**Signal metal coverage by tile**

23 x 23 tiles, from white (low) to dark blue (high), scaled to the fullest tile. Values are wire area over tile area, all layers added.
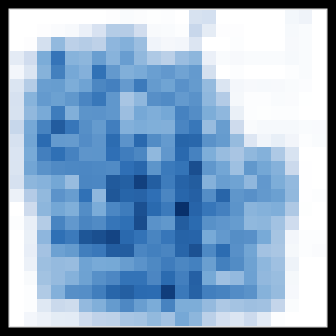
**Metal layers overlaid**

Bar = 100 microns. Two of the layers only.
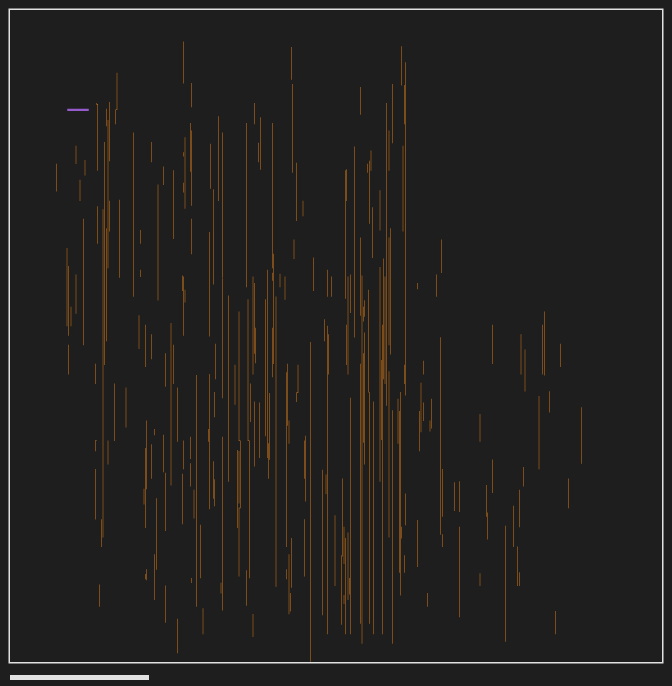
**Congestion heat map**

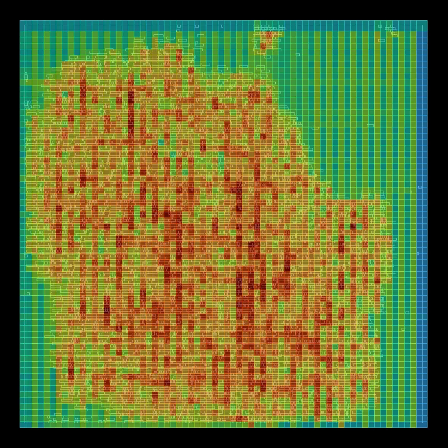
**Register map, names as in the netlist**

Other sequential cells in the stronger gray, the rest of the logic in the fainter gray.
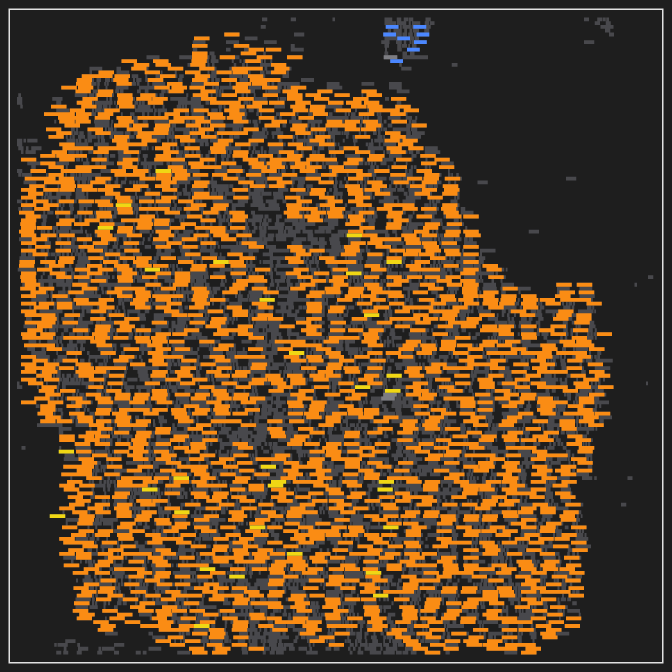
<file path="config.mk">
export PLATFORM = sky130hd
export DESIGN_NAME = instr_fetch_mem
export DESIGN_NICKNAME = d
export VERILOG_FILES = /design/src/rtl/instr_mem_pkg.sv /design/src/rtl/instr_mem_array.sv /design/src/rtl/instr_fetch_mem.sv
export SDC_FILE = /design/constraint.sdc
export NUM_CORES = 2
export LEC_CHECK = 0
export ABC_AREA = 1
export CAP_MARGIN = 10
export CORE_MARGIN = 5
export CORE_UTILIZATION = 40
export CTS_CLUSTER_DIAMETER = 30
export DETAILED_ROUTE_END_ITERATION = 8
export SETUP_SLACK_MARGIN = 0.15
export SYNTH_ARGS = -nofsm -noshare
export SYNTH_HDL_FRONTEND = slang
export SYNTH_SLANG_ARGS = --single-unit
</file>
<file path="constraint.sdc">
create_clock -name clk -period 2.3 [get_ports clk]
set_input_delay 0.345 -clock clk [delete_from_list [all_inputs] [get_ports clk]]
set_output_delay 0.345 -clock clk [all_outputs]
set_load 0.01 [all_outputs]
</file>
<file path="src/rtl/instr_mem_pkg.sv">
// Shared defaults and helpers for the instruction fetch memory.
// The even-parity helper takes a zero-extended word, so it serves any DATA_W up to PAR_MAX_W.
package instr_mem_pkg;

  localparam int ADDR_W_DEF = 6;
  localparam int DATA_W_DEF = 32;
  localparam int PAR_MAX_W  = 64;

  localparam logic [DATA_W_DEF-1:0] NOP_WORD_DEF = '0;

  // Even parity: the stored bit makes the total number of ones even.
  function automatic logic even_par(input logic [PAR_MAX_W-1:0] word);
    return ^word;
  endfunction

endpackage

</file>
<file path="src/rtl/instr_mem_array.sv">
// DEPTH-word storage with one synchronous write port and one registered read port.
// An optional per-word even-parity bit is written on every store and checked on reads.
module instr_mem_array
  import instr_mem_pkg::*;
#(
  parameter int ADDR_W = ADDR_W_DEF,
  parameter int DATA_W = DATA_W_DEF,
  parameter int DEPTH  = 64,
  parameter int PAR_EN = 0
) (
  input  logic              clk,
  input  logic              wr_en_i,
  input  logic [ADDR_W-1:0] wr_addr_i,
  input  logic [DATA_W-1:0] wr_data_i,
  input  logic              rd_en_i,
  input  logic [ADDR_W-1:0] rd_addr_i,
  output logic [DATA_W-1:0] rd_data_o,
  output logic              rd_bad_o
);

  localparam int IDX_W  = (DEPTH > 1) ? $clog2(DEPTH) : 1;
  localparam int WORD_W = DATA_W + ((PAR_EN != 0) ? 1 : 0);

  logic [WORD_W-1:0] mem_q [DEPTH];
  logic [DATA_W-1:0] rd_data_q;
  logic [WORD_W-1:0] wr_word;
  logic [WORD_W-1:0] rd_word;
  logic [IDX_W-1:0]  wr_idx;
  logic [IDX_W-1:0]  rd_idx;
  logic              wr_in_range;
  logic              rd_in_range;

  assign wr_idx      = wr_addr_i[IDX_W-1:0];
  assign rd_idx      = rd_addr_i[IDX_W-1:0];
  assign wr_in_range = 32'(wr_addr_i) < DEPTH;
  assign rd_in_range = 32'(rd_addr_i) < DEPTH;
  assign rd_word     = rd_in_range ? mem_q[rd_idx] : '0;

  // The parity check looks at the addressed word before the read register,
  // so a fault is known in the same cycle the fetch is accepted.
  generate
    if (PAR_EN != 0) begin : g_par
      assign wr_word  = {even_par(PAR_MAX_W'(wr_data_i)), wr_data_i};
      assign rd_bad_o = rd_in_range &&
                        (even_par(PAR_MAX_W'(rd_word[DATA_W-1:0])) != rd_word[DATA_W]);
    end else begin : g_nopar
      assign wr_word  = wr_data_i;
      assign rd_bad_o = 1'b0;
    end
  endgenerate

  always_ff @(posedge clk) begin
    if (wr_en_i && wr_in_range) begin
      mem_q[wr_idx] <= wr_word;
    end
    if (rd_en_i) begin
      rd_data_q <= rd_word[DATA_W-1:0];
    end
  end

  assign rd_data_o = rd_data_q;

endmodule

</file>
<file path="src/rtl/instr_fetch_mem.sv">
// Instruction memory with a valid/ready fetch port, runtime load port, window faults and a fault counter.
// Define INSTR_FETCH_MEM_PARITY_EN to store and check one even-parity bit per word.
module instr_fetch_mem
  import instr_mem_pkg::*;
#(
  parameter int                ADDR_W    = ADDR_W_DEF,
  parameter int                DATA_W    = DATA_W_DEF,
  parameter int                DEPTH     = 64,
  parameter int                VALID_LIM = 32,
  parameter logic [DATA_W-1:0] NOP_WORD  = DATA_W'(NOP_WORD_DEF),
  parameter int                FCNT_W    = 8
) (
  input  logic              clk,
  input  logic              rst_n,
  input  logic              req_valid,
  output logic              req_ready,
  input  logic [ADDR_W-1:0] req_addr,
  output logic              rsp_valid,
  input  logic              rsp_ready,
  output logic [DATA_W-1:0] rsp_instr,
  output logic              rsp_fault,
  input  logic              ld_en,
  input  logic [ADDR_W-1:0] ld_addr,
  input  logic [DATA_W-1:0] ld_data,
  output logic [FCNT_W-1:0] fault_cnt,
  output logic              par_err
);

`ifdef INSTR_FETCH_MEM_PARITY_EN
  localparam int PAR_EN = 1;
`else
  localparam int PAR_EN = 0;
`endif

  logic              rsp_valid_q;
  logic              rsp_fault_q;
  logic              rsp_arr_q;
  logic [FCNT_W-1:0] fcnt_q;
  logic [FCNT_W-1:0] fcnt_d;
  logic              par_err_q;

  logic              accept;
  logic              in_win;
  logic              arr_bad;
  logic              fault_d;
  logic [DATA_W-1:0] arr_rdata;

  // Loads take priority over fetches; a held response also blocks new requests.
  assign req_ready = !ld_en && (!rsp_valid_q || rsp_ready);
  assign accept    = req_valid && req_ready;
  assign in_win    = 32'(req_addr) < VALID_LIM;
  assign fault_d   = !in_win || arr_bad;
  assign fcnt_d    = (fcnt_q == '1) ? fcnt_q : fcnt_q + 1'b1;

  instr_mem_array #(
    .ADDR_W (ADDR_W),
    .DATA_W (DATA_W),
    .DEPTH  (DEPTH),
    .PAR_EN (PAR_EN)
  ) u_arr (
    .clk       (clk),
    .wr_en_i   (ld_en),
    .wr_addr_i (ld_addr),
    .wr_data_i (ld_data),
    .rd_en_i   (accept && in_win),
    .rd_addr_i (req_addr),
    .rd_data_o (arr_rdata),
    .rd_bad_o  (arr_bad)
  );

  always_ff @(posedge clk or negedge rst_n) begin
    if (!rst_n) begin
      rsp_valid_q <= 1'b0;
      rsp_fault_q <= 1'b0;
      rsp_arr_q   <= 1'b0;
      fcnt_q      <= '0;
      par_err_q   <= 1'b0;
    end else if (accept) begin
      rsp_valid_q <= 1'b1;
      rsp_fault_q <= fault_d;
      rsp_arr_q   <= !fault_d;
      if (fault_d) begin
        fcnt_q <= fcnt_d;
      end
      if (in_win && arr_bad) begin
        par_err_q <= 1'b1;
      end
    end else if (rsp_ready) begin
      rsp_valid_q <= 1'b0;
    end
  end

  // The array output is not reset, so the response mux reads zero until a good fetch lands.
  assign rsp_instr = rsp_arr_q   ? arr_rdata :
                     rsp_fault_q ? NOP_WORD  : '0;
  assign rsp_valid = rsp_valid_q;
  assign rsp_fault = rsp_fault_q;
  assign fault_cnt = fcnt_q;
  assign par_err   = par_err_q;

endmodule

</file>
==> flow_metrics.py <==
# Generated from Yosys and OpenROAD reports
metrics = {
    "critical_path": {
        "cp_data_arrival_time_ns": 2.07,
        "cp_max_fo": 5,
        "rr_startpoint": "u_arr.mem_q[13][4]",
    },
    "final_layout": {
        "drive_above_1_share": 0.180,
        "nonClkBufAreaFrac": 0.0775,
        "design.seq.count": 2091,
        "antennaDiodeCount": 4,
        "dominant_cells": "registers",
        "final_nets": 7608,
    },
    "run_status": {
        "status": "finished with violations",
        "violations": "setup timing",
    },
    "synth": {
        "ys_sh_adder": 0.000149,
        "synthFlopType": "edfxtp_1",
        "avgSynthCellArea_sq_um": 12.1,
        "yosys.stat.seqShare": 0.749,
        "syn-num-nets": 6951,
        "ys_sh_mux": 0.000134,
        "netlist_top_cells_count": "2312 x nand2_1, 2080 x edfxtp_1, 1903 x nand3_1, 279 x buf_2, 87 x clkbuf_1",
        "synth.cellmix.compoundShare": 0.000314,
        "topCombFamilyByArea": "simple AND/OR/NAND/NOR gates",
    },
    "power": {
        "power-top-group": "clock",
        "p_seq_frac": 0.380,
    },
    "place": {
        "dpl_cell_area_sq_um": 93600,
        "dp_cells": 9889,
    },
    "timing": {
        "rsz0062_at_grt": "true",
        "worst_pin_slew_ns": 0.865,
        "timing.fmax_ghz": 0.415,
        "fin_ws_ns": -0.111,
        "setup_viol": 17,
    },
    "cts": {
        "root_buffer": "clkbuf_16",
        "numClockSinks": 2091,
        "cts_made_buffers": 425,
    },
    "drt": {
        "drc": 0,
        "vias_per_cell": 5.51,
        "drt-pass1-iter-count": 6,
    },
    "min_path": {
        "min_delay_path_depth": 4,
        "min_to": "rsp_valid",
    },
    "die": {
        "well_tap_count": 2805,
        "dieWidth_microns": 468,
    },
    "global_routing": {
        "grt_antenna_before_repair": 14,
        "grt_pass1_wl_mm": 389,
    },
}
-- 'signal metal coverage by tile' (at the start) --
18% of the tiles are nearly empty. The mean over all tiles is 0.21. 42% of the tiles are over half the peak. The fullest tile reaches 0.54. The emptiest ninth of the die: upper right.
final wirelength: 268 mm
Global Route Usage Sum: 0.240

-- 'metal layers overlaid' (at the start) --
Orange shows M4, wire length 12000 microns. Purple shows M5, wire length 13.8 microns.
total number of vias: 59000
per-cell routed wire length: 25.0 microns

-- 'congestion heat map' (at the start) --
GR Util met2: 0.376
Top Usage Layer GRT: met2
met3 usage: 0.0479

-- 'register map, names as in the netlist' (at the start) --
Yellow shows `u_arr.rd_data_o`, flops 32. Orange shows `u_arr.mem_q`, flops 2048, where spread over the die. Blue shows `fault_cnt`, flops 8, where top center.
Another 3 sequential cells are not colored.
Storage cell area: 62700 sq um
sequential cell power: 42.5 mW
final core occ: 0.522
Seq/total area: 0.575

[worst max-delay path by stage]
stage / start / endpoint / depth (start not counted)
after floorplan: ld_en / u_arr.mem_q[32][0] / 3
after global routing: rsp_arr_q / rsp_instr[21] / 6
after detailed placement: req_addr[1] / u_arr.rd_data_o[20] / 12
after CTS: rsp_arr_q / rsp_instr[10] / 6
final: rsp_arr_q / rsp_instr[21] / 6
after global placement: req_addr[0] / u_arr.rd_data_o[8] / 12
[worst max-delay path: stages, from the launching register on]
cell and delay (ns):
dfrtp_2 0.43, buf_12 0.16, buf_12 0.13, buf_16 0.14
nand2_4 0.08, inv_4 0.06, buf_6 0.12
[state kept, by name, summed over array words and instances, names as in the netlist]
name,count
fault_cnt,8
rsp_arr_q,1
rsp_valid,1
u_arr.mem_q,2048
rsp_fault,1
u_arr.rd_data_o,32
No activity file was given, so power comes from the tool's default toggle rates.
